==> run_1/layer_met1.png <==
Cells faint in the background.
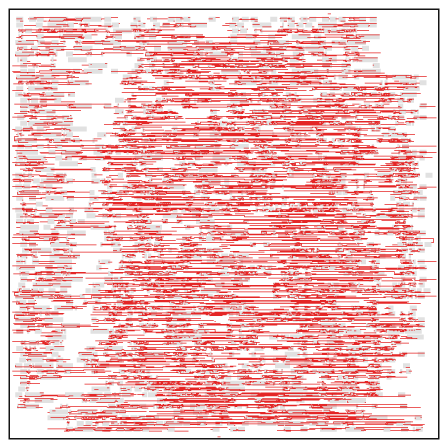
==> run_1/layer_met2.png <==
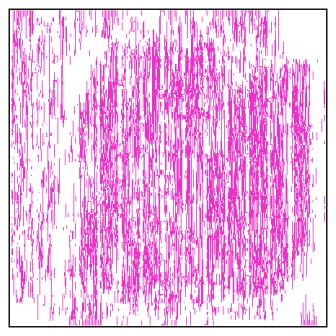
==> run_1/layer_met3.png <==
Cells faint in the background.
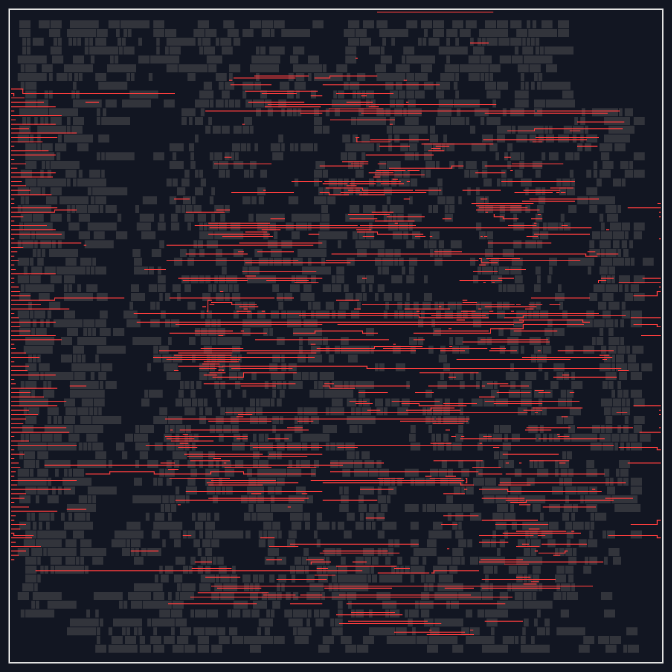
==> run_1/layer_met4.png <==
Scale bar: 50 um. Cells faint in the background.
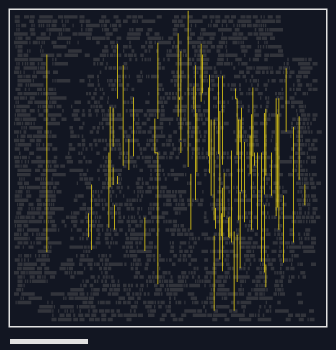
$ cat src/rtl/ex_pkg.sv
// Shared definitions for the execute stage: ALU op encoding, the
// multiplier FSM states and the control bundle carried through EX/MEM.
package ex_pkg;

    localparam logic [3:0] ALU_ADD  = 4'd0;
    localparam logic [3:0] ALU_SUB  = 4'd1;
    localparam logic [3:0] ALU_OR   = 4'd2;
    localparam logic [3:0] ALU_NOR  = 4'd3;
    localparam logic [3:0] ALU_AND  = 4'd4;
    localparam logic [3:0] ALU_XOR  = 4'd5;
    localparam logic [3:0] ALU_SLT  = 4'd6;
    localparam logic [3:0] ALU_SLTU = 4'd7;
    localparam logic [3:0] ALU_SLL  = 4'd8;
    localparam logic [3:0] ALU_SRL  = 4'd9;
    localparam logic [3:0] ALU_SRA  = 4'd10;
    localparam logic [3:0] ALU_MUL  = 4'd11;

    typedef enum logic {
        ST_IDLE = 1'b0,
        ST_MUL  = 1'b1
    } ex_state_e;

    // Control bits that travel alongside the result to MEM/WB.
    typedef struct packed {
        logic       reg_wr;
        logic       mem_wr;
        logic       mem_rd;
        logic       rp_zero;
        logic [1:0] wb_data;
    } ex_ctrl_t;

    // A bubble kills every side effect but leaves the passive fields alone.
    function automatic ex_ctrl_t ctrl_bubble(input ex_ctrl_t c);
        ex_ctrl_t r;
        r        = c;
        r.reg_wr = 1'b0;
        r.mem_wr = 1'b0;
        r.mem_rd = 1'b0;
        return r;
    endfunction

endpackage

$ cat src/rtl/ex_iter_mul.sv
// Iterative shift-add multiplier: one multiplier bit per unfrozen clock,
// low XLEN bits of the product, abortable at any time.
module ex_iter_mul
    import ex_pkg::*;
#(
    parameter int XLEN = 32
) (
    input  logic            clk,
    input  logic            rst,
    input  logic            start,
    input  logic            abort,
    input  logic            hold,
    input  logic [XLEN-1:0] a,
    input  logic [XLEN-1:0] b,
    output logic            busy,
    output logic            done,
    output logic [XLEN-1:0] product
);

    localparam int CNT_W = $clog2(XLEN);

    ex_state_e        state_q, state_d;
    logic [XLEN-1:0]  mcand_q, mcand_d;
    logic [XLEN-1:0]  mplier_q, mplier_d;
    logic [XLEN-1:0]  acc_q, acc_d;
    logic [CNT_W-1:0] cnt_q, cnt_d;
    logic [XLEN-1:0]  partial;
    logic             last;

    // Product including the step performed on the current edge, so the
    // final edge can hand the complete value straight to EX/MEM.
    assign partial = mplier_q[cnt_q] ? (mcand_q << cnt_q) : '0;
    assign product = acc_q + partial;
    assign last    = (cnt_q == CNT_W'(XLEN - 1));
    assign busy    = (state_q == ST_MUL);

    // Next-state logic: abort wins, hold freezes, otherwise start or step.
    always_comb begin
        // NOTE: every output of a combinational block gets a default first,
        // otherwise any path that skips an assignment infers a latch.
        state_d  = state_q;
        mcand_d  = mcand_q;
        mplier_d = mplier_q;
        acc_d    = acc_q;
        cnt_d    = cnt_q;
        done     = 1'b0;
        if (abort) begin
            state_d = ST_IDLE;
            cnt_d   = '0;
        end else if (!hold) begin
            case (state_q)
                ST_IDLE: begin
                    if (start) begin
                        mcand_d  = a;
                        mplier_d = b;
                        acc_d    = '0;
                        cnt_d    = '0;
                        state_d  = ST_MUL;
                    end
                end
                ST_MUL: begin
                    acc_d = product;
                    cnt_d = cnt_q + 1'b1;
                    if (last) begin
                        done    = 1'b1;
                        state_d = ST_IDLE;
                    end
                end
                default: state_d = ST_IDLE;
            endcase
        end
    end

    // State, counter and datapath registers.
    always_ff @(posedge clk or posedge rst) begin
        // NOTE: state registers use non-blocking assignments so every flop
        // samples the pre-edge values regardless of statement order.
        if (rst) begin
            state_q  <= ST_IDLE;
            mcand_q  <= '0;
            mplier_q <= '0;
            acc_q    <= '0;
            cnt_q    <= '0;
        end else begin
            state_q  <= state_d;
            mcand_q  <= mcand_d;
            mplier_q <= mplier_d;
            acc_q    <= acc_d;
            cnt_q    <= cnt_d;
        end
    end

endmodule

$ cat src/rtl/ex_stage_pl.sv
// Execute stage with EX/MEM pipeline register, valid/stall/flush handshake
// and combinational ALU. Define EX_MUL_EN to add the iterative multiplier
// (op 11); without it op 11 is single-cycle and returns 0.
module ex_stage_pl
    import ex_pkg::*;
#(
    parameter int XLEN   = 32,
    parameter int RIDX_W = 4,
    parameter int OP_W   = 4
) (
    input  logic              clk,
    input  logic              rst,
    input  logic              id_valid,
    output logic              id_ready,
    input  logic              flush,
    input  logic              mem_stall,
    input  logic              RegWr_ID,
    input  logic              MemWr_ID,
    input  logic              MemRd_ID,
    input  logic              ALUSrc_ID,
    input  logic              RPzero_ID,
    input  logic [1:0]        WBdata_ID,
    input  logic [OP_W-1:0]   ALUop_ID,
    input  logic [XLEN-1:0]   A,
    input  logic [XLEN-1:0]   B,
    input  logic [XLEN-1:0]   imm,
    input  logic [XLEN-1:0]   npc2,
    input  logic [RIDX_W-1:0] rd2,
    output logic              ex_valid,
    output logic              RegWr_EX,
    output logic              MemWr_EX,
    output logic              MemRd_EX,
    output logic              RPzero_EX,
    output logic [1:0]        WBdata_EX,
    output logic [XLEN-1:0]   ALUout_EX,
    output logic [XLEN-1:0]   D,
    output logic [XLEN-1:0]   npc3,
    output logic [RIDX_W-1:0] rd3,
    output logic              busy
);

    localparam int SH_W = $clog2(XLEN);

    // Everything EX/MEM carries besides the result and the valid bit.
    typedef struct packed {
        ex_ctrl_t          ctrl;
        logic [RIDX_W-1:0] rd;
        logic [XLEN-1:0]   npc;
        logic [XLEN-1:0]   d;
    } ex_side_t;

    ex_side_t        side_in, side_q;
    logic [XLEN-1:0] op2, alu_res, alu_q;
    logic [SH_W-1:0] shamt;
    logic            ex_valid_q;
    logic            accept, is_mul;

    assign side_in.ctrl.reg_wr  = RegWr_ID;
    assign side_in.ctrl.mem_wr  = MemWr_ID;
    assign side_in.ctrl.mem_rd  = MemRd_ID;
    assign side_in.ctrl.rp_zero = RPzero_ID;
    assign side_in.ctrl.wb_data = WBdata_ID;
    assign side_in.rd           = rd2;
    assign side_in.npc          = npc2;
    assign side_in.d            = B;

    assign op2      = ALUSrc_ID ? imm : B;
    assign shamt    = op2[SH_W-1:0];
    assign id_ready = !busy && !mem_stall;
    // A flush on the same edge discards whatever ID is offering.
    assign accept   = id_valid && id_ready && !flush;

    // Single-cycle ALU; MUL is handled by the iterative core when present.
    always_comb begin
        alu_res = '0;
        case (ALUop_ID)
            OP_W'(ALU_ADD):  alu_res = A + op2;
            OP_W'(ALU_SUB):  alu_res = A - op2;
            OP_W'(ALU_OR):   alu_res = A | op2;
            OP_W'(ALU_NOR):  alu_res = ~(A | op2);
            OP_W'(ALU_AND):  alu_res = A & op2;
            OP_W'(ALU_XOR):  alu_res = A ^ op2;
            OP_W'(ALU_SLT):  alu_res = XLEN'($signed(A) < $signed(op2));
            OP_W'(ALU_SLTU): alu_res = XLEN'(A < op2);
            OP_W'(ALU_SLL):  alu_res = A << shamt;
            OP_W'(ALU_SRL):  alu_res = A >> shamt;
            OP_W'(ALU_SRA):  alu_res = $unsigned($signed(A) >>> shamt);
            default:         alu_res = '0;
        endcase
    end

`ifdef EX_MUL_EN
    logic            mul_done;
    logic [XLEN-1:0] mul_prod;
    ex_side_t        pend_q;

    assign is_mul = (ALUop_ID == OP_W'(ALU_MUL));

    ex_iter_mul #(.XLEN(XLEN)) u_mul (
        .clk     (clk),
        .rst     (rst),
        .start   (accept && is_mul),
        .abort   (flush),
        .hold    (mem_stall),
        .a       (A),
        .b       (op2),
        .busy    (busy),
        .done    (mul_done),
        .product (mul_prod)
    );

    // Side fields of the multiply in flight, released with the product.
    always_ff @(posedge clk or posedge rst) begin
        if (rst)
            pend_q <= '0;
        else if (accept && is_mul)
            pend_q <= side_in;
    end
`else
    assign is_mul = 1'b0;
    assign busy   = 1'b0;
`endif

    // EX/MEM register: flush beats stall, completion beats new issue,
    // anything else unfrozen inserts a bubble.
    always_ff @(posedge clk or posedge rst) begin
        if (rst) begin
            ex_valid_q <= 1'b0;
            side_q     <= '0;
            alu_q      <= '0;
        end else if (flush) begin
            ex_valid_q  <= 1'b0;
            side_q.ctrl <= ctrl_bubble(side_q.ctrl);
        end else if (!mem_stall) begin
`ifdef EX_MUL_EN
            if (mul_done) begin
                ex_valid_q <= 1'b1;
                side_q     <= pend_q;
                alu_q      <= mul_prod;
            end else
`endif
            if (accept && !is_mul) begin
                ex_valid_q <= 1'b1;
                side_q     <= side_in;
                alu_q      <= alu_res;
            end else begin
                ex_valid_q  <= 1'b0;
                side_q.ctrl <= ctrl_bubble(side_q.ctrl);
            end
        end
    end

    assign ex_valid  = ex_valid_q;
    assign RegWr_EX  = side_q.ctrl.reg_wr;
    assign MemWr_EX  = side_q.ctrl.mem_wr;
    assign MemRd_EX  = side_q.ctrl.mem_rd;
    assign RPzero_EX = side_q.ctrl.rp_zero;
    assign WBdata_EX = side_q.ctrl.wb_data;
    assign ALUout_EX = alu_q;
    assign D         = side_q.d;
    assign npc3      = side_q.npc;
    assign rd3       = side_q.rd;

endmodule

$ cat config.mk
export PLATFORM = sky130hd
export DESIGN_NAME = ex_stage_pl
export DESIGN_NICKNAME = d
export VERILOG_FILES = /design/src/rtl/ex_pkg.sv /design/src/rtl/ex_iter_mul.sv /design/src/rtl/ex_stage_pl.sv
export SDC_FILE = /design/constraint.sdc
export NUM_CORES = 1
export LEC_CHECK = 0
export CORE_MARGIN = 2
export CORE_UTILIZATION = 35
export DETAILED_ROUTE_END_ITERATION = 12
export SLEW_MARGIN = 0
export SYNTH_ARGS = -nofsm -noshare
export SYNTH_HDL_FRONTEND = slang
export SYNTH_SLANG_ARGS = --single-unit
$ cat constraint.sdc
create_clock -name clk -period 4.1 [get_ports clk]
set_input_delay 0.41 -clock clk [delete_from_list [all_inputs] [get_ports clk]]
set_output_delay 0.41 -clock clk [all_outputs]
set_load 0.05 [all_outputs]
==> tab_implementation.tex, run 1 <==
% Auto-generated results table
\begin{tabular}{lr}
\hline
Metric & Value \\
\hline
\multicolumn{2}{l}{\textbf{Worst hold path}} \\
\quad Destination of the worst hold path & npc3[25] \\
\quad Type of the most critical hold path & reg -> reg \\
\quad Cell depth of the worst min-delay path & 2 \\
\multicolumn{2}{l}{\textbf{Final timing}} \\
\quad Setup slack after layout & -0.1223 ns \\
\quad Highest clock rate & 236.8 MHz \\
\quad Minimum period implied by the final worst setup slack & 4.222 ns \\
\quad Setup TNS & -0.1223 ns \\
\quad Transition time at the pin with the least slew margin & 1.080 ns \\
\quad RSZ-0062 raised after global routing & no \\
\quad Hold slack & 0.4771 ns \\
\quad Post-route clock skew & 0 ns \\
\quad Tightest slew margin relative to the limit & 26.15\% \\
\quad Final worst-path cycle share & 103.0\% \\
\quad Finish-stage setup viols & 1 \\
\quad Max-slew violation count & 0 \\
\multicolumn{2}{l}{\textbf{Placed design}} \\
\quad Placed instance count & 2724 \\
\quad GP Congestion & 1.022 \\
\quad I/O Buffers & 255 \\
\quad Detailed Place HPWL & 56750 um \\
\quad Worst slack at placement & -0.1735 ns \\
\multicolumn{2}{l}{\textbf{CTS}} \\
\quad Number of buffers inserted by hold repair at cts & 0 \\
\quad Root buf cell & sky130\_fd\_sc\_hd\_\_clkbuf\_16 \\
\quad Largest buffer count on any clock path & 2 \\
\quad Total setup buffers inserted after CTS & 0 \\
\quad Number of H-tree levels & 3 \\
\quad CTS buffer count & 9 \\
\quad Clock transition at path regs & 0.08 ns \\
\multicolumn{2}{l}{\textbf{Detailed routing}} \\
\quad Detailed-route wire length on metal 1 & 30730 um \\
\quad Routed via count divided by cell count & 6.045 \\
\quad Iteration-0 DRC Markers & 1793 \\
\quad Post-route DRC violation count & 0 \\
\quad Post-route ant nets & 0 \\
\quad Highest metal layer with signal wires & met5 \\
\quad Met2 wire length & 29820 um \\
\quad Post-DR wirelength/cell & 26.03 um \\
\quad Met3 routed WL & 7769 um \\
\quad Number of iterations in the first detailed-routing pass & 7 \\
\multicolumn{2}{l}{\textbf{Critical path}} \\
\quad Worst r2r src & ALUout\_EX[23] \\
\quad Type of origin of the critical path & input port \\
\quad Largest driver fanout on the critical path & 13 \\
\quad Worst-path cell with the longest stage delay & sky130\_fd\_sc\_hd\_\_a2111oi\_0 \\
\quad Worst reg2reg path endpoint & ALUout\_EX[23] \\
\quad Buf/Inv on CP & 3 \\
\quad CP peak stage delay & 1.02 ns \\
\quad Worst-path cell chain & buf\_2, buf\_12, buf\_4, mux2i\_1, ha\_1, a21oi\_1, o21ai\_0, o21ai\_0, a2111oi\_0, o211ai\_1, a221o\_1 \\
\quad Critical path endpoint category & flop \\
\quad Logic depth of the worst register-to-register path & 5 \\
\quad Worst path top cell family by delay & AND-OR/OR-AND gates \\
\multicolumn{2}{l}{\textbf{Layout}} \\
\quad Fill cells & 4011 \\
\quad Area used by sequential logic in the layout & 2678 sq um \\
\quad Number of non-filler instances in the completed layout & 2740 \\
\quad Share of final-layout standard cells stronger than drive strength 1 & 13.64\% \\
\quad Gate Area & 10120 sq um \\
\quad Layout Nets & 2464 \\
\quad Relative area change from synthesis to final layout & 35.06\% \\
\multicolumn{2}{l}{\textbf{Synth}} \\
\quad Biggest area consumer among synthesized cells & sky130\_fd\_sc\_hd\_\_dfrtp\_1 \\
\quad Number of warnings reported in the yosys synthesis log & 0 \\
\quad Synth cell types & 89 \\
\quad Syn\_area\_per\_cell & 7.339 sq um \\
\quad Cell area after synthesis & 13670 sq um \\
\quad Yosys cell count & 1862 \\
\quad Syn\_nets & 2109 \\
\quad Top cell types by occurrence after synthesis & 366 x sky130\_fd\_sc\_hd\_\_nand2\_1, 157 x sky130\_fd\_sc\_hd\_\_nor2\_1, 153 x sky130\_fd\_sc\_hd\_\_a21oi\_1 \\
\quad Top cells by area, synth & sky130\_fd\_sc\_hd\_\_dfrtp\_1 20\%, sky130\_fd\_sc\_hd\_\_nand2\_1 10\%, sky130\_fd\_sc\_hd\_\_ha\_1 8.9\%, sky130\_fd\_sc\_hd\_\_mux2i\_1 8.8\%, sky130\_fd\_sc\_hd\_\_a21oi\_1 5.6\% \\
\quad Count leader, synth & sky130\_fd\_sc\_hd\_\_nand2\_1 \\
\quad Gate count of the mapped netlist & 1862 \\
\quad Flops \& latches, synth & 107 \\
\quad Top-area cell share & 19.59\% \\
\quad Proportion of register bits with asynchronous set or reset after synthesis & 100.0\% \\
\quad Top flip-flop cell by instance count after synthesis & sky130\_fd\_sc\_hd\_\_dfrtp\_1 \\
\multicolumn{2}{l}{\textbf{Power}} \\
\quad Leakage power & 0.008264 uW \\
\quad Peak supply drop & 0.0002395 V \\
\quad Ratio of total power to cell area & 306.8 nW/um\^{}2 \\
\multicolumn{2}{l}{\textbf{Floorplanning}} \\
\quad Core ar. & 38560 sq um \\
\quad Die height & 201.6 um \\
\quad Fraction of the core area occupied by cells at floorplan & 35.44\% \\
\quad Number of rows in the core area & 72 \\
\quad Number of top-level design ports & 257 \\
\multicolumn{2}{l}{\textbf{Global route}} \\
\quad Global routing's busiest layer & met2 \\
\quad Pin count of the biggest net entering global routing & 71 \\
\quad Via count of the first global-routing pass & 16040 \\
\quad Met1 GRT Util & 47.96\% \\
\quad Antenna violations before repair & 3 \\
\quad Overflow left after global routing & 0 \\
\multicolumn{2}{l}{\textbf{Flow run}} \\
\quad Number of max-capacitance violations reported & 0 \\
\quad Total number of warnings across the stage logs & 91 \\
\multicolumn{2}{l}{\textbf{Outcome}} \\
\quad Failing checks & setup timing \\
\quad Status & finished with violations \\
\hline
\end{tabular}
-- layer_met1.png (at the start) --
longest straight run: 72.7 um
share of all routed wire: 43%
main direction: horizontal
total wire length after detailed routing: 71330 um
total via count in the routed design: 16560

-- layer_met2.png (at the start) --
main direction: vertical
nets with wire on the layer: 2003
share of all routed wire: 42%
wire length on this layer: 29.8 mm
grt met2 use: 50.47%

-- layer_met3.png (at the start) --
wire length on this layer: 7770 um
share of all routed wire: 11%
met3 Track Usage GR: 8.455%

-- layer_met4.png (at the start) --
share of all routed wire: 4.2%
wire length on this layer: 3010 um
main direction: vertical

==> run 1: worst min-delay path: cells and delay by family (launching register included) <==
| family | cells | cell delay, ns |
|---|---|---|
| DFF | 1 | 0.35 |
| and+or+nand+nor | 2 | 0.10 |
==> run 1: cell type report <==
| class | instances | share of cell area [%] |
|---|---|---|
| clock buffers | 9 | 1.220 |
| clock inverters | 7 | 0.7322 |
| inverters | 100 | 2.061 |
| multi-input cells | 1525 | 54.85 |
| flip-flops and latches | 107 | 14.51 |
| well taps | 518 | 3.512 |
| repair buffers | 474 | 23.12 |
==> run 1: through the flow <==
step                cell area (sq um)  power, uW
finish                          18460       5663
detailed placement              18100       4502
CTS                             18460       5637
global route                    18460       5917
global placement                18100       4502
floorplan                       13680       3161
==> run 1: worst max-delay path by stage <==
| stage | start | end | slack [ns] | depth (start not counted) |
|---|---|---|---|---|
| 2_1_floorplan | ALUSrc_ID | ALUout_EX[20] | 0.02 | 15 |
| 3_3_place_gp | ALUSrc_ID | ALUout_EX[25] | -0.36 | 11 |
| 3_5_place_dp | ALUSrc_ID | ALUout_EX[25] | -0.17 | 11 |
| 4_1_cts | ALUSrc_ID | ALUout_EX[25] | 0.24 | 11 |
| 5_1_grt | ALUSrc_ID | ALUout_EX[25] | 0.03 | 12 |
| 6_report | ALUSrc_ID | ALUout_EX[25] | -0.12 | 11 |
==> run 1: cell usage in the layout (no fill, tap or decap), drive strengths merged, types with 10 or more instances in the layout <==
| master | instances |
|---|---|
| mux4 | 21 |
| buf | 220 |
| o2111ai | 12 |
| nand3 | 28 |
| nor2b | 16 |
| nand2b | 23 |
| a311oi | 10 |
| clkdlybuf4s50 | 254 |
| a31oi | 21 |
| xnor2 | 12 |
| o31ai | 10 |
| inv | 100 |
| mux2i | 125 |
| o211ai | 39 |
| a21o | 13 |
| dfrtp | 107 |
| a221oi | 24 |
| nand4 | 15 |
| nand2 | 366 |
| ha | 97 |
| o221ai | 10 |
| o22ai | 27 |
| a22oi | 22 |
| a211oi | 31 |
| a21oi | 154 |
| o21ai | 105 |
| a221o | 13 |
| nor3 | 30 |
| nor2 | 158 |
==> run 1: power by group <==
part           leakage, uW  internal [uW]  total [uW]  switching [uW]
Combinational      0.00672           1200        3240            2050
Clock             0.000175            611        1110             498
Sequential         0.00137           1210        1310             103
Total              0.00826           3010        5660            2650
==> run 1: cells by family (layout without fill, tap and decap cells) <==
family / after synthesis / in the layout / synth area share [%]
other: 1 / 1 / 0.02744
multiplexers: 154 / 154 / 13.67
flip-flops: 107 / 107 / 19.59
buffers and inverters: 230 / 590 / 6.876
AND-OR/OR-AND: 573 / 573 / 28.32
AND/OR/NAND/NOR: 685 / 685 / 21.51
XOR/XNOR: 13 / 13 / 0.8332
adder cells (fa/ha/maj): 99 / 99 / 9.174
==> run 1: registers in the layout, indices dropped and copies added, names as in the netlist <==
signal     cells
ALUout_EX     32
D             32
npc3          32
rd3            4
WBdata_EX      2
MemRd_EX       1
MemWr_EX       1
RPzero_EX      1
RegWr_EX       1
ex_valid       1
==> run 1 -> run 2 <==
- CTS_CLUSTER_DIAMETER: not set -> 150
- PLACE_DENSITY_LB_ADDON: not set -> 0.25
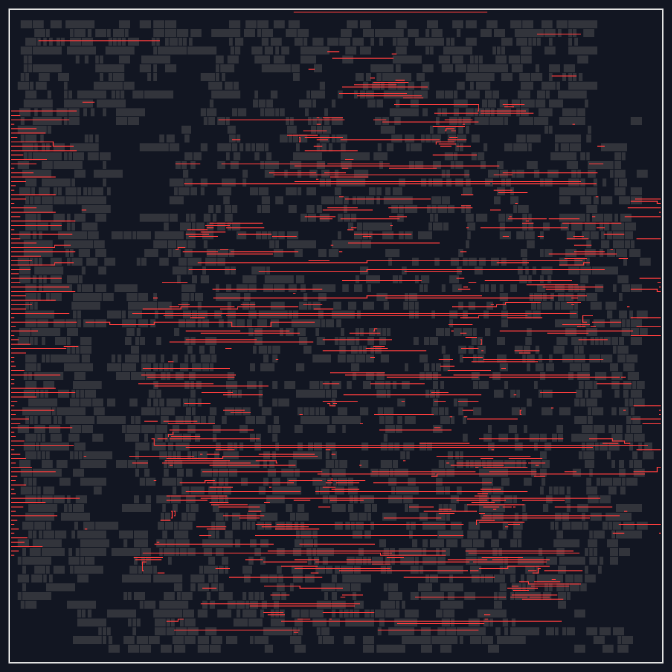
(run_2/layer_met3.png)
Cells faint in the background.
wire length on this layer: 7260 um
nets with wire on the layer: 397
main direction: horizontal
total via count in the routed design: 16490
met3 Track Usage GR: 7.710%
total wire length after detailed routing: 71840 um

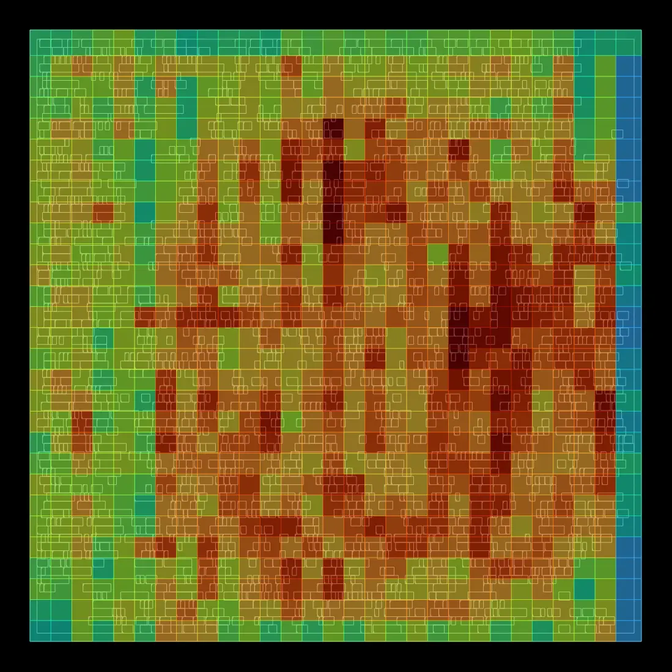
(run_2/congestion.png)
met1 GRT Util: 48.66%
Global Route Usage Sum: 34.60%
grt met2 use: 51.22%
post-DR wirelength/cell: 26.39 um
global routing's busiest layer: met2

==> tab_implementation.tex, run 2 <==
% Auto-generated results table
\begin{tabular}{lr}
\hline
Metric & Value \\
\hline
\multicolumn{2}{l}{\textbf{Placed design}} \\
\quad Cell Area, Placed & 18000 sq um (was 18100 sq um) \\
\quad GP Congestion & 1.051 (was 1.022) \\
\quad I/O Buffers & 255 (unchanged) \\
\quad Detailed Place HPWL & 57200 um (was 56750 um) \\
\multicolumn{2}{l}{\textbf{CTS}} \\
\quad TritonCTS Sinks & 107 (unchanged) \\
\quad Number of H-tree levels & 3 (unchanged) \\
\quad Number of buffers inserted by hold repair at cts & 0 (unchanged) \\
\quad CTS buffer count & 9 (unchanged) \\
\quad Clock transition at path regs & 0.08 ns (about the same) \\
\quad Largest buffer count on any clock path & 2 (unchanged) \\
\quad Clk Latency, worst-skew pair & 0.40 ns (was 0.39 ns) \\
\quad Root buf cell & sky130\_fd\_sc\_hd\_\_clkbuf\_16 (unchanged) \\
\quad TritonCTS clock tree & yes (unchanged) \\
\multicolumn{2}{l}{\textbf{Synth}} \\
\quad Yosys cell count & 1862 (unchanged) \\
\quad Top cell types by occurrence after synthesis & 366 x sky130\_fd\_sc\_hd\_\_nand2\_1, 157 x sky130\_fd\_sc\_hd\_\_nor2\_1, 153 x sky130\_fd\_sc\_hd\_\_a21oi\_1 (unchanged) \\
\quad Count of library flops with an enable pin & 0 (unchanged) \\
\quad Syn\_area\_per\_cell & 7.339 sq um (unchanged) \\
\quad Biggest area consumer among synthesized cells & sky130\_fd\_sc\_hd\_\_dfrtp\_1 (unchanged) \\
\quad Flops \& latches, synth & 107 (unchanged) \\
\quad Top flip-flop cell by instance count after synthesis & sky130\_fd\_sc\_hd\_\_dfrtp\_1 (unchanged) \\
\quad Top cells by area, synth & sky130\_fd\_sc\_hd\_\_dfrtp\_1 20\%, sky130\_fd\_sc\_hd\_\_nand2\_1 10\%, sky130\_fd\_sc\_hd\_\_ha\_1 8.9\%, sky130\_fd\_sc\_hd\_\_mux2i\_1 8.8\%, sky130\_fd\_sc\_hd\_\_a21oi\_1 5.6\% (unchanged) \\
\quad Synth cell types & 89 (unchanged) \\
\quad Syn\_nets & 2109 (unchanged) \\
\quad Proportion of register bits with asynchronous set or reset after synthesis & 100.0\% (unchanged) \\
\quad Top-area cell share & 19.59\% (unchanged) \\
\quad Post-synth area from yosys stat & 13670 sq um (unchanged) \\
\quad Gate count of the mapped netlist & 1862 (unchanged) \\
\quad Count leader, synth & sky130\_fd\_sc\_hd\_\_nand2\_1 (unchanged) \\
\quad Sequential-to-total area share from yosys stat & 19.59\% (unchanged) \\
\quad Cell area after synthesis & 13670 sq um (unchanged) \\
\quad Number of warnings reported in the yosys synthesis log & 0 (unchanged) \\
\multicolumn{2}{l}{\textbf{Detailed routing}} \\
\quad Iteration-0 DRC Markers & 1833 (was 1793) \\
\quad Post-route DRC violation count & 0 (unchanged) \\
\quad Number of iterations in the first detailed-routing pass & 5 (was 7) \\
\quad Routed via count divided by cell count & 6.058 (was 6.045) \\
\quad Post-route ant nets & 0 (unchanged) \\
\multicolumn{2}{l}{\textbf{Global route}} \\
\quad Antenna violations before repair & 4 (was 3) \\
\quad Overflow left after global routing & 0 (unchanged) \\
\quad First-pass GRT wire length & 105600 um (was 105400 um) \\
\quad Pin count of the biggest net entering global routing & 71 (unchanged) \\
\quad Via count of the first global-routing pass & 16020 (was 16040) \\
\multicolumn{2}{l}{\textbf{Final timing}} \\
\quad Final Hold Violation Tally & 0 (unchanged) \\
\quad Finish-stage setup viols & 0 (was 1) \\
\quad Post-route clock skew & 0 ns (unchanged) \\
\quad Highest clock rate & 258.2 MHz (was 236.8 MHz) \\
\quad Minimum period implied by the final worst setup slack & 3.873 ns (was 4.222 ns) \\
\quad Max-slew violation count & 0 (unchanged) \\
\quad Final worst-path cycle share & 94.48\% (was 103.0\%) \\
\quad Tightest slew margin relative to the limit & 29.72\% (was 26.15\%) \\
\quad Transition time at the pin with the least slew margin & 1.049 ns (was 1.080 ns) \\
\quad RSZ-0062 raised after global routing & no (unchanged) \\
\multicolumn{2}{l}{\textbf{Layout}} \\
\quad Area used by sequential logic in the layout & 2678 sq um (unchanged) \\
\quad Utilization after layout & 47.51\% (was 47.87\%) \\
\quad Gate Area & 10120 sq um (about the same) \\
\quad Total non-filler cell area in the finished layout & 18320 sq um (was 18460 sq um) \\
\quad Relative area change from synthesis to final layout & 34.04\% (was 35.06\%) \\
\quad Layout Nets & 2444 (was 2464) \\
\quad Most frequently placed logic cell in the final layout & sky130\_fd\_sc\_hd\_\_nand2\_1 (unchanged) \\
\quad Top logic cells by instance count in the layout & 366 x sky130\_fd\_sc\_hd\_\_nand2\_1, 254 x sky130\_fd\_sc\_hd\_\_clkdlybuf4s50\_1, 188 x sky130\_fd\_sc\_hd\_\_buf\_4 (was 366 x sky130\_fd\_sc\_hd\_\_nand2\_1, 254 x sky130\_fd\_sc\_hd\_\_clkdlybuf4s50\_1, 213 x sky130\_fd\_sc\_hd\_\_buf\_4) \\
\quad Fill cells & 3925 (was 4011) \\
\quad Share of final-layout standard cells stronger than drive strength 1 & 12.85\% (was 13.64\%) \\
\multicolumn{2}{l}{\textbf{Floorplanning}} \\
\quad Fraction of the core area occupied by cells at floorplan & 35.44\% (unchanged) \\
\quad Die Area & 40640 sq um (unchanged) \\
\quad Core ar. & 38560 sq um (unchanged) \\
\quad Die height & 201.6 um (unchanged) \\
\quad Number of rows in the core area & 72 (unchanged) \\
\quad Die width & 201.6 um (unchanged) \\
\quad Number of top-level design ports & 257 (unchanged) \\
\multicolumn{2}{l}{\textbf{Flow run}} \\
\quad Total number of warnings across the stage logs & 91 (unchanged) \\
\quad Number of max-capacitance violations reported & 0 (unchanged) \\
\multicolumn{2}{l}{\textbf{Outcome}} \\
\quad Status & complete, no violations (was finished with violations) \\
\multicolumn{2}{l}{\textbf{Power}} \\
\quad Peak supply drop & 0.0003124 V (was 0.0002395 V) \\
\quad Ratio of total power to cell area & 300.5 nW/um\^{}2 (was 306.8 nW/um\^{}2) \\
\quad Leakage power & 0.008164 uW (was 0.008264 uW) \\
\multicolumn{2}{l}{\textbf{Critical path}} \\
\quad Worst path top cell family by delay & AND-OR/OR-AND gates (unchanged) \\
\quad Largest driver fanout on the critical path & 9 (was 13) \\
\quad Buf/Inv on CP & 1 (was 3) \\
\quad Type of origin of the critical path & input port (unchanged) \\
\quad Most frequent CP cell & sky130\_fd\_sc\_hd\_\_o21ai\_0 (unchanged) \\
\quad Critical path endpoint category & flop (unchanged) \\
\quad Worst-path cell with the longest stage delay & sky130\_fd\_sc\_hd\_\_a2111oi\_0 (unchanged) \\
\quad Critical path arrival & 4.11 ns (was 4.50 ns) \\
\quad CP required & 4.33 ns (was 4.38 ns) \\
\quad Worst r2r src & ALUout\_EX[23] (unchanged) \\
\quad Worst-path cell chain & buf\_2, mux2i\_4, ha\_1, a21oi\_1, nand4b\_1, and3\_1, o21ai\_0, a221oi\_1, or3\_1, o21ai\_0, a2111oi\_0, o21ai\_0 (was buf\_2, buf\_12, buf\_4, mux2i\_1, ha\_1, a21oi\_1, o21ai\_0, o21ai\_0, a2111oi\_0, o211ai\_1, a221o\_1) \\
\quad Launching element of the worst setup path & ALUSrc\_ID (unchanged) \\
\quad CP peak stage delay & 0.67 ns (was 1.02 ns) \\
\quad Setup CP Type & in -> reg (unchanged) \\
\multicolumn{2}{l}{\textbf{Worst hold path}} \\
\quad Type of the most critical hold path & reg -> reg (unchanged) \\
\quad Hold Path Origin & npc3[31] (was npc3[25]) \\
\hline
\end{tabular}
run 2: cell count changes in the layout (fill, tap and decap cells not counted), moves of 2 or more:
cell                        before  now
sky130_fd_sc_hd__diode_2         0    2
sky130_fd_sc_hd__buf_12          6   11
sky130_fd_sc_hd__bufinv_16       3    0
sky130_fd_sc_hd__buf_4         213  188
run 2: cells by family after synthesis:
logic type      share of synthesized area [%]
flops                                   19.59
mux                                     13.67
buf+inv                                 6.876
other cells                           0.02744
xor+xnor                               0.8332
simple gates                            21.51
fa+ha+maj                               9.174
compound gates                          28.32
run 2: worst reg2reg max path: stages (launching register included):
cell and delay [ns]:
sky130_fd_sc_hd__dfrtp_1 0.41, sky130_fd_sc_hd__and2_1 0.18, sky130_fd_sc_hd__a221oi_1 0.47, sky130_fd_sc_hd__nand3_1 0.14
sky130_fd_sc_hd__a221o_1 0.37, sky130_fd_sc_hd__o32a_1 0.35
run 2: cell type report:
type,count,share of cell area [%]
multi-input combinational,1525,55.27
timing repair buffer,454,22.81
sequential,107,14.62
tap,518,3.538
inverter,100,2.077
clock buffer,10,1.305
clock inverter,6,0.3484
antenna,2,0.02732
run 2: stage by stage:
stage / total power [uW] / TNS [ns] / cells / hold WS (ns) / setup slack (ns)
2_1_floorplan: 3161 / 0 / 1862 / 0.4764 / 0.02177
6_report: 5504 / 0 / 2722 / 0.4759 / 0.2265
5_1_grt: 5754 / 0 / 2720 / 0.5043 / 0.05788
3_5_place_dp: 4483 / -0.1662 / 2704 / 0.4612 / -0.1358
4_1_cts: 5474 / 0 / 2720 / 0.4835 / 0.2816
3_3_place_gp: 4484 / -0.1675 / 2704 / 0.4573 / -0.1229
run 2: layer usage:
layer,up-vias,GRT usage (%),share of wire [%]
li1,7430,-,-
met1,7973,48.66,43
met2,933,51.22,43
met3,147,7.710,10
met4,6,13.60,3.9
met5,-,0,0.042
run 2: path summary, 6_finish.rpt:
path	endpoint	cells after the start	slack [ns]
worst min-delay path	npc3[31]	2	0.48
min in group asynchronous	rd3[3]	2	0.61
worst max register to register	ALUout_EX[23]	5	2.07
worst min register to register	npc3[31]	2	0.48
max in group asynchronous	ALUout_EX[14]	3	2.72
worst max-delay path	ALUout_EX[11]	12	0.23
run 2: timing repair:
| action | CTS | global route |
|---|---|---|
| resized | 0 | 1 |
| setup endpoints to repair | 0 | 1 |
| setup buffers | 0 | 0 |
| hold endpoints to repair | 0 | 0 |
run 2: power breakdown:
| part | total (uW) | switching, uW | internal, uW |
|---|---|---|---|
| Clock | 972 | 524 | 448 |
| Combinational | 3220 | 2050 | 1180 |
| Sequential | 1310 | 101 | 1210 |
| Total | 5500 | 2670 | 2830 |
==> run_2/layer_met4.png <==
Scale bar: 50 um. Cells faint in the background.
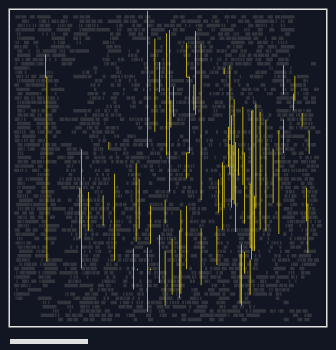

==> run 2 -> run 3 <==
--- a/config.mk
+++ b/config.mk
@@ -6,4 +6,5 @@
 export NUM_CORES = 1
 export LEC_CHECK = 0
+export ABC_CLOCK_PERIOD_IN_PS = 3900
 export CORE_MARGIN = 2
 export CORE_UTILIZATION = 35
==> constraint.sdc (replaced) <==
create_clock -name clk -period 3.9 [get_ports clk]
set_input_delay 0.39 -clock clk [delete_from_list [all_inputs] [get_ports clk]]
set_output_delay 0.39 -clock clk [all_outputs]
set_load 0.01 [all_outputs]
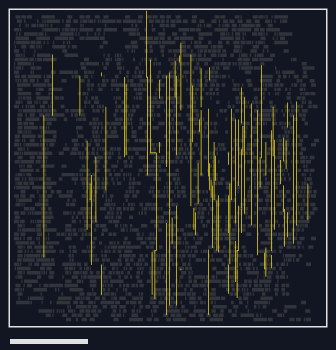
(run_3/layer_met4.png)
Scale bar: 50 um. Cells faint in the background.
share of all routed wire: 4.3%
wire length on this layer: 3090 um
longest straight run: 96.6 um
total via count in the routed design: 17090
total wire length after detailed routing: 72310 um

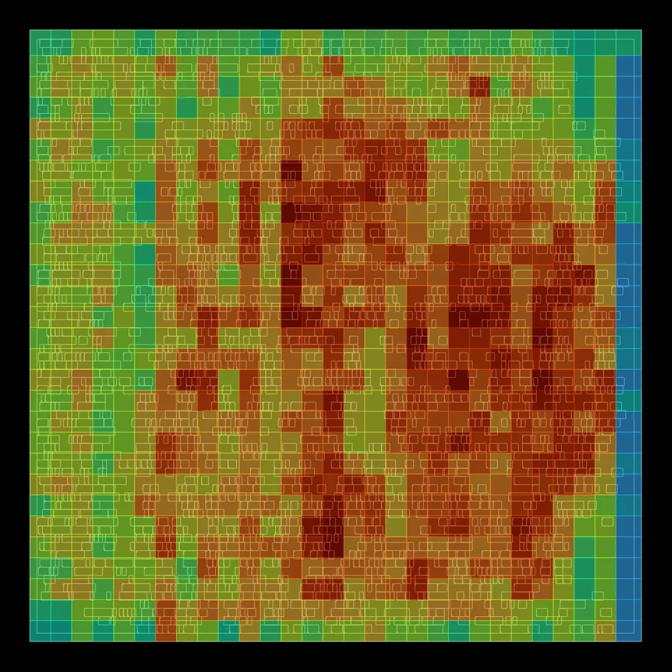
(run_3/congestion.png)
Global Route Usage Sum: 35.08%
utilization after layout: 49.75%
met1 GRT Util: 49.25%
grt met2 use: 51.60%

==> tab_implementation.tex, run 3 <==
% Auto-generated results table
\begin{tabular}{lr}
\hline
Metric & Value \\
\hline
\multicolumn{2}{l}{\textbf{Outcome}} \\
\quad Status & complete, no violations (unchanged) \\
\multicolumn{2}{l}{\textbf{Final timing}} \\
\quad Transition time at the pin with the least slew margin & 0.9000 ns (was 1.049 ns) \\
\quad RSZ-0062 raised after global routing & no (unchanged) \\
\quad Highest clock rate & 264.1 MHz \\
\quad Finish-stage setup viols & 0 (unchanged) \\
\quad Max-slew violation count & 0 (unchanged) \\
\quad Post-route clock skew & 0 ns (unchanged) \\
\quad Hold slack & 0.4756 ns (was 0.4759 ns) \\
\quad Tightest slew margin relative to the limit & 39.68\% (was 29.72\%) \\
\quad Minimum period implied by the final worst setup slack & 3.786 ns \\
\quad Final Hold Violation Tally & 0 (unchanged) \\
\quad Final worst-path cycle share & 97.07\% \\
\multicolumn{2}{l}{\textbf{Synth}} \\
\quad Flops \& latches, synth & 107 (unchanged) \\
\quad Proportion of synthesized area in mux cells & 13.67\% (unchanged) \\
\quad Syn\_area\_per\_cell & 7.339 sq um (unchanged) \\
\quad Simple logic cell fraction of the synthesized area & 21.51\% (unchanged) \\
\quad Synth Area in XOR/XNOR & 0.8332\% (unchanged) \\
\quad Gate count of the mapped netlist & 1862 (unchanged) \\
\quad Top-area cell share & 19.59\% (unchanged) \\
\quad Sequential-to-total area share from yosys stat & 19.59\% (unchanged) \\
\quad Cell area after synthesis & 13670 sq um (unchanged) \\
\quad Syn\_nets & 2109 (unchanged) \\
\quad Synth cell types & 89 (unchanged) \\
\quad Count of library flops with an enable pin & 0 (unchanged) \\
\quad Biggest area consumer among synthesized cells & sky130\_fd\_sc\_hd\_\_dfrtp\_1 (unchanged) \\
\quad Top cells by area, synth & sky130\_fd\_sc\_hd\_\_dfrtp\_1 20\%, sky130\_fd\_sc\_hd\_\_nand2\_1 10\%, sky130\_fd\_sc\_hd\_\_ha\_1 8.9\%, sky130\_fd\_sc\_hd\_\_mux2i\_1 8.8\%, sky130\_fd\_sc\_hd\_\_a21oi\_1 5.6\% (unchanged) \\
\quad Dominant non-sequential cell family after synthesis & AND-OR/OR-AND gates (unchanged) \\
\quad Proportion of register bits with asynchronous set or reset after synthesis & 100.0\% (unchanged) \\
\quad Post-synth area from yosys stat & 13670 sq um (unchanged) \\
\quad Count leader, synth & sky130\_fd\_sc\_hd\_\_nand2\_1 (unchanged) \\
\quad Compound-cell area share of the yosys netlist & 28.32\% (unchanged) \\
\quad Top flip-flop cell by instance count after synthesis & sky130\_fd\_sc\_hd\_\_dfrtp\_1 (unchanged) \\
\quad Adder-cell area share of the yosys netlist & 9.174\% (unchanged) \\
\quad Number of warnings reported in the yosys synthesis log & 0 (unchanged) \\
\quad Top cell types by occurrence after synthesis & 366 x sky130\_fd\_sc\_hd\_\_nand2\_1, 157 x sky130\_fd\_sc\_hd\_\_nor2\_1, 153 x sky130\_fd\_sc\_hd\_\_a21oi\_1 (unchanged) \\
\quad Yosys cell count & 1862 (unchanged) \\
\multicolumn{2}{l}{\textbf{Global route}} \\
\quad Pin count of the biggest net entering global routing & 71 (unchanged) \\
\quad Overflow left after global routing & 0 (unchanged) \\
\quad Antenna violations before repair & 5 (was 4) \\
\quad First-pass GRT wire length & 107700 um (was 105600 um) \\
\quad Via count of the first global-routing pass & 16770 (was 16020) \\
\multicolumn{2}{l}{\textbf{CTS}} \\
\quad TritonCTS clock tree & yes (unchanged) \\
\quad Root buf cell & sky130\_fd\_sc\_hd\_\_clkbuf\_16 (unchanged) \\
\quad Total setup buffers inserted after CTS & 0 (unchanged) \\
\quad Number of buffers inserted by hold repair at cts & 0 (unchanged) \\
\quad Clock transition at path regs & 0.08 ns (about the same) \\
\quad Quantity of gates resized following cts & 0 (unchanged) \\
\quad TritonCTS Sinks & 107 (unchanged) \\
\quad Number of H-tree levels & 3 (unchanged) \\
\quad CTS buffer count & 9 (unchanged) \\
\quad Clk Latency, worst-skew pair & 0.40 ns (about the same) \\
\quad Largest buffer count on any clock path & 2 (unchanged) \\
\multicolumn{2}{l}{\textbf{Layout}} \\
\quad Most frequently placed logic cell in the final layout & sky130\_fd\_sc\_hd\_\_nand2\_1 (unchanged) \\
\quad Gate Area & 10120 sq um (about the same) \\
\quad Top logic cells by instance count in the layout & 366 x sky130\_fd\_sc\_hd\_\_nand2\_1, 316 x sky130\_fd\_sc\_hd\_\_buf\_4, 254 x sky130\_fd\_sc\_hd\_\_clkdlybuf4s50\_1 (was 366 x sky130\_fd\_sc\_hd\_\_nand2\_1, 254 x sky130\_fd\_sc\_hd\_\_clkdlybuf4s50\_1, 188 x sky130\_fd\_sc\_hd\_\_buf\_4) \\
\quad Relative area change from synthesis to final layout & 40.38\% (was 34.04\%) \\
\quad Layout Nets & 2568 (was 2444) \\
\quad Antenna diode instance count & 0 (was 2) \\
\quad Total non-filler cell area in the finished layout & 19180 sq um (was 18320 sq um) \\
\quad Fill cells & 3939 (was 3925) \\
\quad Share of final-layout standard cells stronger than drive strength 1 & 17.58\% (was 12.85\%) \\
\quad Number of non-filler instances in the completed layout & 2844 (was 2722) \\
\quad Area used by sequential logic in the layout & 2678 sq um (unchanged) \\
\multicolumn{2}{l}{\textbf{Flow run}} \\
\quad Number of max-capacitance violations reported & 0 (unchanged) \\
\quad Total number of warnings across the stage logs & 91 (unchanged) \\
\multicolumn{2}{l}{\textbf{Floorplanning}} \\
\quad Fraction of the core area occupied by cells at floorplan & 35.44\% (unchanged) \\
\quad Number of top-level design ports & 257 (unchanged) \\
\quad Number of rows in the core area & 72 (unchanged) \\
\quad Die height & 201.6 um (unchanged) \\
\quad Die width & 201.6 um (unchanged) \\
\quad Die Area & 40640 sq um (unchanged) \\
\quad Core ar. & 38560 sq um (unchanged) \\
\multicolumn{2}{l}{\textbf{Detailed routing}} \\
\quad Post-DR wirelength/cell & 25.42 um (was 26.39 um) \\
\quad Post-route ant nets & 0 (unchanged) \\
\quad Number of iterations in the first detailed-routing pass & 6 (was 5) \\
\quad Post-route DRC violation count & 0 (unchanged) \\
\quad Routed via count divided by cell count & 6.008 (was 6.058) \\
\quad Iteration-0 DRC Markers & 1985 (was 1833) \\
\multicolumn{2}{l}{\textbf{Critical path}} \\
\quad End point of the critical path & ALUout\_EX[20] (was ALUout\_EX[11]) \\
\quad Critical path endpoint category & flop (unchanged) \\
\quad Largest driver fanout on the critical path & 27 (was 9) \\
\quad CP required & 4.18 ns (was 4.33 ns) \\
\quad Critical path arrival & 4.06 ns (was 4.11 ns) \\
\quad Setup CP Type & in -> reg (unchanged) \\
\quad Logic depth of the worst register-to-register path & 5 (unchanged) \\
\quad Launching element of the worst setup path & imm[2] (was ALUSrc\_ID) \\
\quad Worst r2r src & ALUout\_EX[31] (was ALUout\_EX[23]) \\
\quad Worst reg2reg path endpoint & ALUout\_EX[31] (was ALUout\_EX[23]) \\
\quad Setup slack of the most critical reg-to-reg path & 2.18 ns (was 2.07 ns) \\
\quad Type of origin of the critical path & input port (unchanged) \\
\multicolumn{2}{l}{\textbf{Worst hold path}} \\
\quad Type of the most critical hold path & in -> async (was reg -> reg) \\
\multicolumn{2}{l}{\textbf{Placed design}} \\
\quad I/O Buffers & 255 (unchanged) \\
\quad GP Congestion & 1.039 (was 1.051) \\
\quad Detailed Place HPWL & 57800 um (was 57200 um) \\
\quad Placed instance count & 2828 (was 2704) \\
\quad Cell Area, Placed & 18890 sq um (was 18000 sq um) \\
\multicolumn{2}{l}{\textbf{Power}} \\
\quad Ratio of total power to cell area & 282.0 nW/um\^{}2 (was 300.5 nW/um\^{}2) \\
\quad Peak supply drop & 0.0002843 V (was 0.0003124 V) \\
\quad Leakage power & 0.008745 uW (was 0.008164 uW) \\
\hline
\end{tabular}
run 3: netlist changes by cell type in the layout (fill, tap and decap cells not counted), sizes merged:
| cell | previous run | this run |
|---|---|---|
| clkbuf | 10 | 9 |
| clkinv | 4 | 5 |
| diode | 2 | 0 |
| buf | 200 | 324 |
run 3: cell families (layout without fill, tap and decap cells):
kind of cell | count (synthesis) | in the layout
flip-flops | 107 | 107
XOR/XNOR | 13 | 13
adder cells (fa/ha/maj) | 99 | 99
AND/OR/NAND/NOR | 685 | 685
multiplexers | 154 | 154
buffers and inverters | 230 | 694
other | 1 | 1
AND-OR/OR-AND | 573 | 573
run 3: cell type report:
type | instances | area share, %
clock inverter | 7 | 0.3587
sequential | 107 | 13.96
tap | 518 | 3.379
timing repair buffer | 578 | 26.38
multi-input combinational | 1525 | 52.77
inverter | 100 | 1.983
clock buffer | 9 | 1.174
run 3: power by group:
group / internal [uW] / total (uW) / switching (uW)
sequential: 1270 / 1370 / 105
combinational: 1370 / 3050 / 1670
clock: 451 / 988 / 537
total: 3090 / 5410 / 2320
run 3: how the worst min path moves through the flow:
stage	startpoint	endpoint	slack, ns	depth (start not counted)
after CTS	npc3[28]	npc3[28]	0.48	2
final	rst	D[22]	0.48	2
after floorplan	flush	MemRd_EX	0.46	1
after global placement	npc3[31]	npc3[31]	0.46	2
after detailed placement	D[9]	D[9]	0.46	2
after global routing	npc3[26]	npc3[26]	0.50	2
run 3: metrics by stage:
step,utilization [%],total power [uW],worst slack [ns],setup TNS (ns)
floorplan,-,2829,0.003312,0
global placement,48.99,4355,-0.1320,-0.3102
detailed placement,48.99,4362,-0.1774,-0.6524
CTS,49.75,5382,0.2567,0
global route,49.75,5682,0.002021,0
finish,49.75,5409,0.1142,0
run 3: per-layer routing:
| layer | up-vias | track usage [%] | routed length, um |
|---|---|---|---|
| met5 | - | 0 | 50 |
| met4 | 8 | 14.89 | 3093 |
| met3 | 177 | 7.758 | 7975 |
| met2 | 1067 | 51.60 | 30300 |
| met1 | 8167 | 49.25 | 30890 |
| li1 | 7668 | - | - |
run 3: critical path: stages:
cell,delay [ns]
sky130_fd_sc_hd__clkdlybuf4s50_1,0.53
sky130_fd_sc_hd__mux2i_4,0.23
sky130_fd_sc_hd__buf_4,0.37
sky130_fd_sc_hd__buf_4,0.36
sky130_fd_sc_hd__mux2i_1,0.35
sky130_fd_sc_hd__mux2i_1,0.21
sky130_fd_sc_hd__a21oi_1,0.32
sky130_fd_sc_hd__o21ai_0,0.12
sky130_fd_sc_hd__a211oi_1,0.49
sky130_fd_sc_hd__buf_4,0.20
sky130_fd_sc_hd__o21ai_0,0.08
sky130_fd_sc_hd__or4_1,0.40
Power is estimated from default activity; no workload was simulated.
